**Cell classes on the final placement**

Scale: 6 px per um.
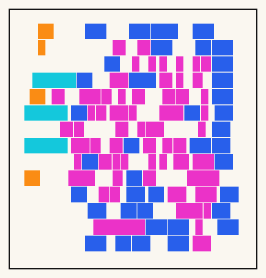
**Placement density heat map**

Scale: 8 px per um. 8 x 9 tiles, from black (low) to pale yellow (high), 0 to 100% covered.
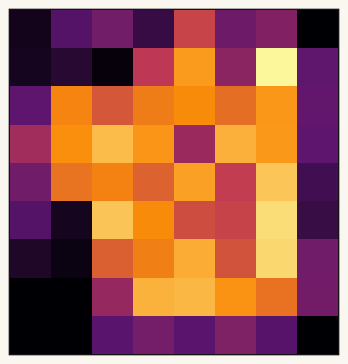
**Clock wiring as the flow saved it**

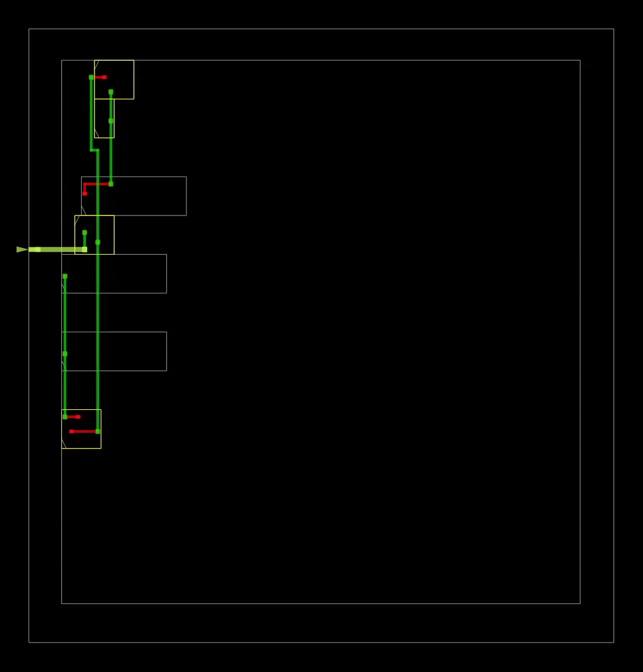
**Pin map**

Scale: 8 px per um. Pins as bars across the die edge, other pins in grey.
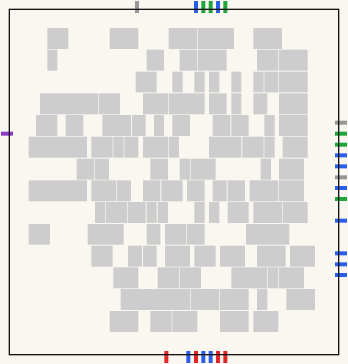
`config.mk`:
```
export PLATFORM = sky130hd
export DESIGN_NAME = sap1_controller
export DESIGN_NICKNAME = d
export VERILOG_FILES = /design/src/rtl/sap1_pkg.sv /design/src/rtl/sap1_ring_counter.sv /design/src/rtl/sap1_controller.sv
export SDC_FILE = /design/constraint.sdc
export NUM_CORES = 1
export LEC_CHECK = 0
export CAP_MARGIN = 25
export CORE_AREA = 2 2 39 41
export CTS_CLUSTER_SIZE = 20
export DETAILED_ROUTE_END_ITERATION = 8
export DIE_AREA = 0 0 41 43
export GPL_ROUTABILITY_DRIVEN = 0
export PLACE_DENSITY = 0.73
export SETUP_SLACK_MARGIN = 0.02
export SYNTH_ARGS = -nofsm -noshare
export SYNTH_HDL_FRONTEND = slang
export SYNTH_SLANG_ARGS = --single-unit
```
`constraint.sdc`:
```
create_clock -name clk -period 2.4 [get_ports clk]
set_clock_uncertainty 0.05 [all_clocks]
set_input_delay 0.36 -clock clk [delete_from_list [all_inputs] [get_ports clk]]
set_output_delay 0.36 -clock clk [all_outputs]
set_load 0.02 [all_outputs]
```
`src/rtl/sap1_pkg.sv`:
```
// Shared definitions for the SAP-1 control sequencer: opcodes, control-word
// bit positions, named control words and the T-state encoding.
package sap1_pkg;

    localparam logic [3:0] OP_LDA = 4'b0000;
    localparam logic [3:0] OP_ADD = 4'b0001;
    localparam logic [3:0] OP_SUB = 4'b0010;
    localparam logic [3:0] OP_OUT = 4'b1110;
    localparam logic [3:0] OP_HLT = 4'b1111;

    localparam int CON_CP = 11;
    localparam int CON_EP = 10;
    localparam int CON_LM = 9;
    localparam int CON_CE = 8;
    localparam int CON_LI = 7;
    localparam int CON_EI = 6;
    localparam int CON_LA = 5;
    localparam int CON_EA = 4;
    localparam int CON_SU = 3;
    localparam int CON_EU = 2;
    localparam int CON_LB = 1;
    localparam int CON_LO = 0;

    localparam logic [11:0] CW_NONE     = 12'h000;
    localparam logic [11:0] CW_EP_LM    = (12'd1 << CON_EP) | (12'd1 << CON_LM);
    localparam logic [11:0] CW_CP       = (12'd1 << CON_CP);
    localparam logic [11:0] CW_CE_LI    = (12'd1 << CON_CE) | (12'd1 << CON_LI);
    localparam logic [11:0] CW_EI_LM    = (12'd1 << CON_EI) | (12'd1 << CON_LM);
    localparam logic [11:0] CW_CE_LA    = (12'd1 << CON_CE) | (12'd1 << CON_LA);
    localparam logic [11:0] CW_CE_LB    = (12'd1 << CON_CE) | (12'd1 << CON_LB);
    localparam logic [11:0] CW_EU_LA    = (12'd1 << CON_EU) | (12'd1 << CON_LA);
    localparam logic [11:0] CW_SU_EU_LA = CW_EU_LA | (12'd1 << CON_SU);
    localparam logic [11:0] CW_EA_LO    = (12'd1 << CON_EA) | (12'd1 << CON_LO);

    typedef enum logic [2:0] {
        S_T1   = 3'd0,
        S_T2   = 3'd1,
        S_T3   = 3'd2,
        S_T4   = 3'd3,
        S_T5   = 3'd4,
        S_T6   = 3'd5,
        S_HALT = 3'd6
    } tstate_e;

    function automatic logic [5:0] tstate_onehot(input tstate_e s);
        logic [5:0] oh;
        oh = 6'b000000;
        case (s)
            S_T1:    oh = 6'b000001;
            S_T2:    oh = 6'b000010;
            S_T3:    oh = 6'b000100;
            S_T4:    oh = 6'b001000;
            S_T5:    oh = 6'b010000;
            S_T6:    oh = 6'b100000;
            default: oh = 6'b000000;
        endcase
        return oh;
    endfunction

    function automatic logic is_nop(input logic [3:0] op);
        return !(op == OP_LDA || op == OP_ADD || op == OP_SUB ||
                 op == OP_OUT || op == OP_HLT);
    endfunction

endpackage

```
`src/rtl/sap1_ring_counter.sv`:
```
// T1..T6 ring counter with an absorbing HALT state; holds while run is low
// and wraps to T1 early when the decoder flags the last active T-state.
module sap1_ring_counter
    import sap1_pkg::*;
(
    input  logic    clk,
    input  logic    reset,
    input  logic    run,
    input  logic    last_i,
    input  logic    halt_i,
    output tstate_e state_o
);

    tstate_e state_q, state_d;

    // NOTE: default assignment first so every path of this block assigns state_d and no latch is inferred.
    always_comb begin
        state_d = state_q;
        if (state_q != S_HALT && run) begin
            if (halt_i)
                state_d = S_HALT;
            else if (last_i || state_q == S_T6)
                state_d = S_T1;
            else
                state_d = tstate_e'(state_q + 3'd1);
        end
    end

    // NOTE: sequential state uses non-blocking assignment so every flop samples pre-edge values.
    always_ff @(posedge clk) begin
        if (!reset)
            state_q <= S_T1;
        else
            state_q <= state_d;
    end

    assign state_o = state_q;

endmodule

```
`src/rtl/sap1_controller.sv`:
```
// SAP-1 control sequencer: ring counter plus a Moore decode of T-state and
// opcode into the 12-bit control word, gated by reset, run and HALT.
module sap1_controller
    import sap1_pkg::*;
#(
    parameter bit EARLY_END = 1'b0
) (
    input  logic        clk,
    input  logic        reset,
    input  logic        run,
    input  logic [3:0]  opcode,
    output logic [11:0] con,
    output logic        hlt,
    output logic [5:0]  t_state
);

    tstate_e     state;
    logic        is_last;
    logic        halt_req;
    logic [11:0] con_raw;

    sap1_ring_counter u_ring (
        .clk     (clk),
        .reset   (reset),
        .run     (run),
        .last_i  (EARLY_END && is_last),
        .halt_i  (halt_req),
        .state_o (state)
    );

    assign halt_req = (state == S_T4) && (opcode == OP_HLT);

    // Last active T-state per opcode; only consulted when EARLY_END is set.
    always_comb begin
        is_last = 1'b0;
        case (state)
            S_T3:    is_last = is_nop(opcode);
            S_T4:    is_last = (opcode == OP_OUT);
            S_T5:    is_last = (opcode == OP_LDA);
            S_T6:    is_last = 1'b1;
            default: is_last = 1'b0;
        endcase
    end

    always_comb begin
        con_raw = CW_NONE;
        case (state)
            S_T1: con_raw = CW_EP_LM;
            S_T2: con_raw = CW_CP;
            S_T3: con_raw = CW_CE_LI;
            S_T4: begin
                case (opcode)
                    OP_LDA, OP_ADD, OP_SUB: con_raw = CW_EI_LM;
                    OP_OUT:                 con_raw = CW_EA_LO;
                    default:                con_raw = CW_NONE;
                endcase
            end
            S_T5: begin
                case (opcode)
                    OP_LDA:         con_raw = CW_CE_LA;
                    OP_ADD, OP_SUB: con_raw = CW_CE_LB;
                    default:        con_raw = CW_NONE;
                endcase
            end
            S_T6: begin
                case (opcode)
                    OP_ADD:  con_raw = CW_EU_LA;
                    OP_SUB:  con_raw = CW_SU_EU_LA;
                    default: con_raw = CW_NONE;
                endcase
            end
            default: con_raw = CW_NONE;
        endcase
    end

    // Pausing must not re-issue CP or loads, and reset hides T1's word.
    assign con     = (reset && run && state != S_HALT) ? con_raw : CW_NONE;
    assign hlt     = reset && (state == S_HALT);
    assign t_state = reset ? tstate_onehot(state) : 6'b000001;

endmodule

```
==> results.yml <==
# flow metrics
placed_design:
  post-place-cells: 114
cts:
  cts_tree: "done"
  htree_num_levels: 1
  clock_path_buffers: 2
  clk_latency_ns: 0.23
job:
  warning_count: 26
  cap_violations: 0
logic_synthesis:
  ys_types: 33
  synth-edff-count: 0
  netlist_area_um2: 464
  yosys-stat-area_um2: 464
  yosys_cells: 67
final_timing:
  period_needed_ns: 2.32
  maxSlewHeadroom: 0.755
  final.setup.tns_ns: 0
  drv_slew: 0
  period_used_share: 0.966
detailed_routing:
  first_iter_violations: 1
  via_per_inst: 4.89
  drc: 0
  final_antenna_net_count: 0
  wl_per_cell_um: 10.9
critical_path:
  r2r_slack_ns: 0.81
  critPathMaxStageDelay_ns: 0.48
  critPathLaunch: "opcode[3]"
  reg2reg_from: "u_ring.state_o[1]$_SDFFE_PN0P_"
  arrival_ns: 1.91
  path_max_fanout: 4
  critPathKind: "in -> out"
  crit_path_cell_trace: "clkdlybuf4s50_1 > nor4b_4 > buf_4 > o21ai_2 > a211oi_2 > dlygate4sd2_1"
  path_delay_family: "buffers and inverters"
  crit_path_top_delay_cell: "clkdlybuf4s50_1"
cells_and_area:
  instances_no_fill: 120
  fin_nets: 113
pwr:
  combPwrFrac: 0.394
  seqPwrFrac: 0.235
  swShare: 0.318
status:
  status: "completed"
floorplan:
  ios: 26
  dieArea_um2: 1760
global_route:
  grt_use_total: 0.173
-- 'cell classes on the final placement' (at the start) --
Key: all other logic = magenta [cells 59, share of their area 47%]; clock drivers and dummy loads = orange [cells 4, share of their area 3.3%]; flip-flops = cyan [cells 3, share of their area 7.5%]; other buffers and delay cells = blue [cells 38, share of their area 42%]
sequential share of cell area: 0.0727
Final Cell Area: 826 um2
CORE AREA: 1380 um2
post-layout util: 0.597
row count: 14

-- 'placement density heat map' (at the start) --
The fullest tile reaches 98%. The densest ninth of the die: middle. 24% of the tiles are over 75% full.
Core Density at Floorplan: 0.335

-- 'clock wiring as the flow saved it' (at the start) --
TritonCTS buffer count: 3
Clock group: 85.7 uW

-- 'pin map' (at the start) --
Key: t_state = green [pins 6, direction output, edge 3 right, 3 top]; clk = purple [pins 1, direction input, edge left]; con = blue [pins 12, direction output, edge 7 right, 3 bottom, 2 top]; opcode = red [pins 4, direction input, edge bottom]
All pins by edge: 12 right, 7 bottom, 6 top, 1 left.
DIE WIDTH: 41 um
Port Buf Inserts: 25
die height: 43 um

## synthesized netlist by cell type, types with 2 or more instances
cell type / instances / area, um2
nor2_1: 8 / 30.0
nand2b_1: 4 / 25.0
buf_2: 3 / 15.0
nor3_1: 4 / 20.0
nand2_1: 10 / 37.5
and2_1: 4 / 25.0
dfxtp_1: 3 / 60.1
inv_1: 2 / 7.51
nor3_2: 2 / 20.0
a21oi_1: 3 / 15.0
nand3_1: 2 / 10.0
## metal layers
metal  vias to the layer above  part of all wire  global-route usage
met2                        13              0.49               0.284
met5                         -                 0                   0
met1                       266              0.48               0.203
met3                         0             0.034              0.0314
li1                        308                 -                   -
met4                         0                 0              0.0800
## timing repair
item                                    in CTS  in global routing
endpoints found under the setup margin      10                  4
setup buffers                                1                  1
pin swaps                                    0                  1
resized                                     10                  3
## per-stage QoR
step / hold slack, ns / area [um2] / setup slack [ns]
2_1_floorplan: 0.438 / 464 / 0.168
5_1_grt: 0.663 / 826 / 0.0223
4_1_cts: 0.628 / 812 / 0.0234
3_3_place_gp: 0.616 / 791 / -0.106
6_report: 0.624 / 826 / 0.0805
3_5_place_dp: 0.623 / 791 / -0.176
## cell type report
cell class	instances	area, um2
inverters	2	7.51
multi-input cells	57	370
well taps	16	20.0
fillers	141	558
repair buffers	38	342
flip-flops and latches	3	60.1
clock buffers	4	26.3
## worst paths after layout
check / cells after the start / end
max: 6 / con[5]
min: 3 / u_ring.state_o[0]$_SDFFE_PN0P_
max reg2reg: 6 / u_ring.state_o[0]$_SDFFE_PN0P_
min reg2reg: 3 / u_ring.state_o[0]$_SDFFE_PN0P_
## tightest hold or removal path, cell delays in order, from the launching register on
cell and delay (ns):
dfxtp_1 0.30, buf_4 0.19, nand2_1 0.07, o2bb2ai_1 0.07
## power groups by stage
stage	Combinational (mW)	Clock, mW	Sequential, mW
2_1_floorplan	0.0480	0	0.0565
3_3_place_gp	0.0914	0	0.0549
3_5_place_dp	0.0929	0	0.0550
4_1_cts	0.0913	0.0924	0.0542
5_1_grt	0.0982	0.0929	0.0545
6_report	0.0910	0.0857	0.0542
## kinds of logic (layout without fill, tap and decap cells)
kind of cell    Yosys count  after routing  synth area share
compound gates           13             13             0.218
xor+xnor                  1              1            0.0189
fa+ha+maj                 1              1            0.0269
buf+inv                   7             44            0.0728
flops                     3              3             0.129
simple gates             42             42             0.534
Power figures rest on the tool's default switching activity, not on a simulated workload.
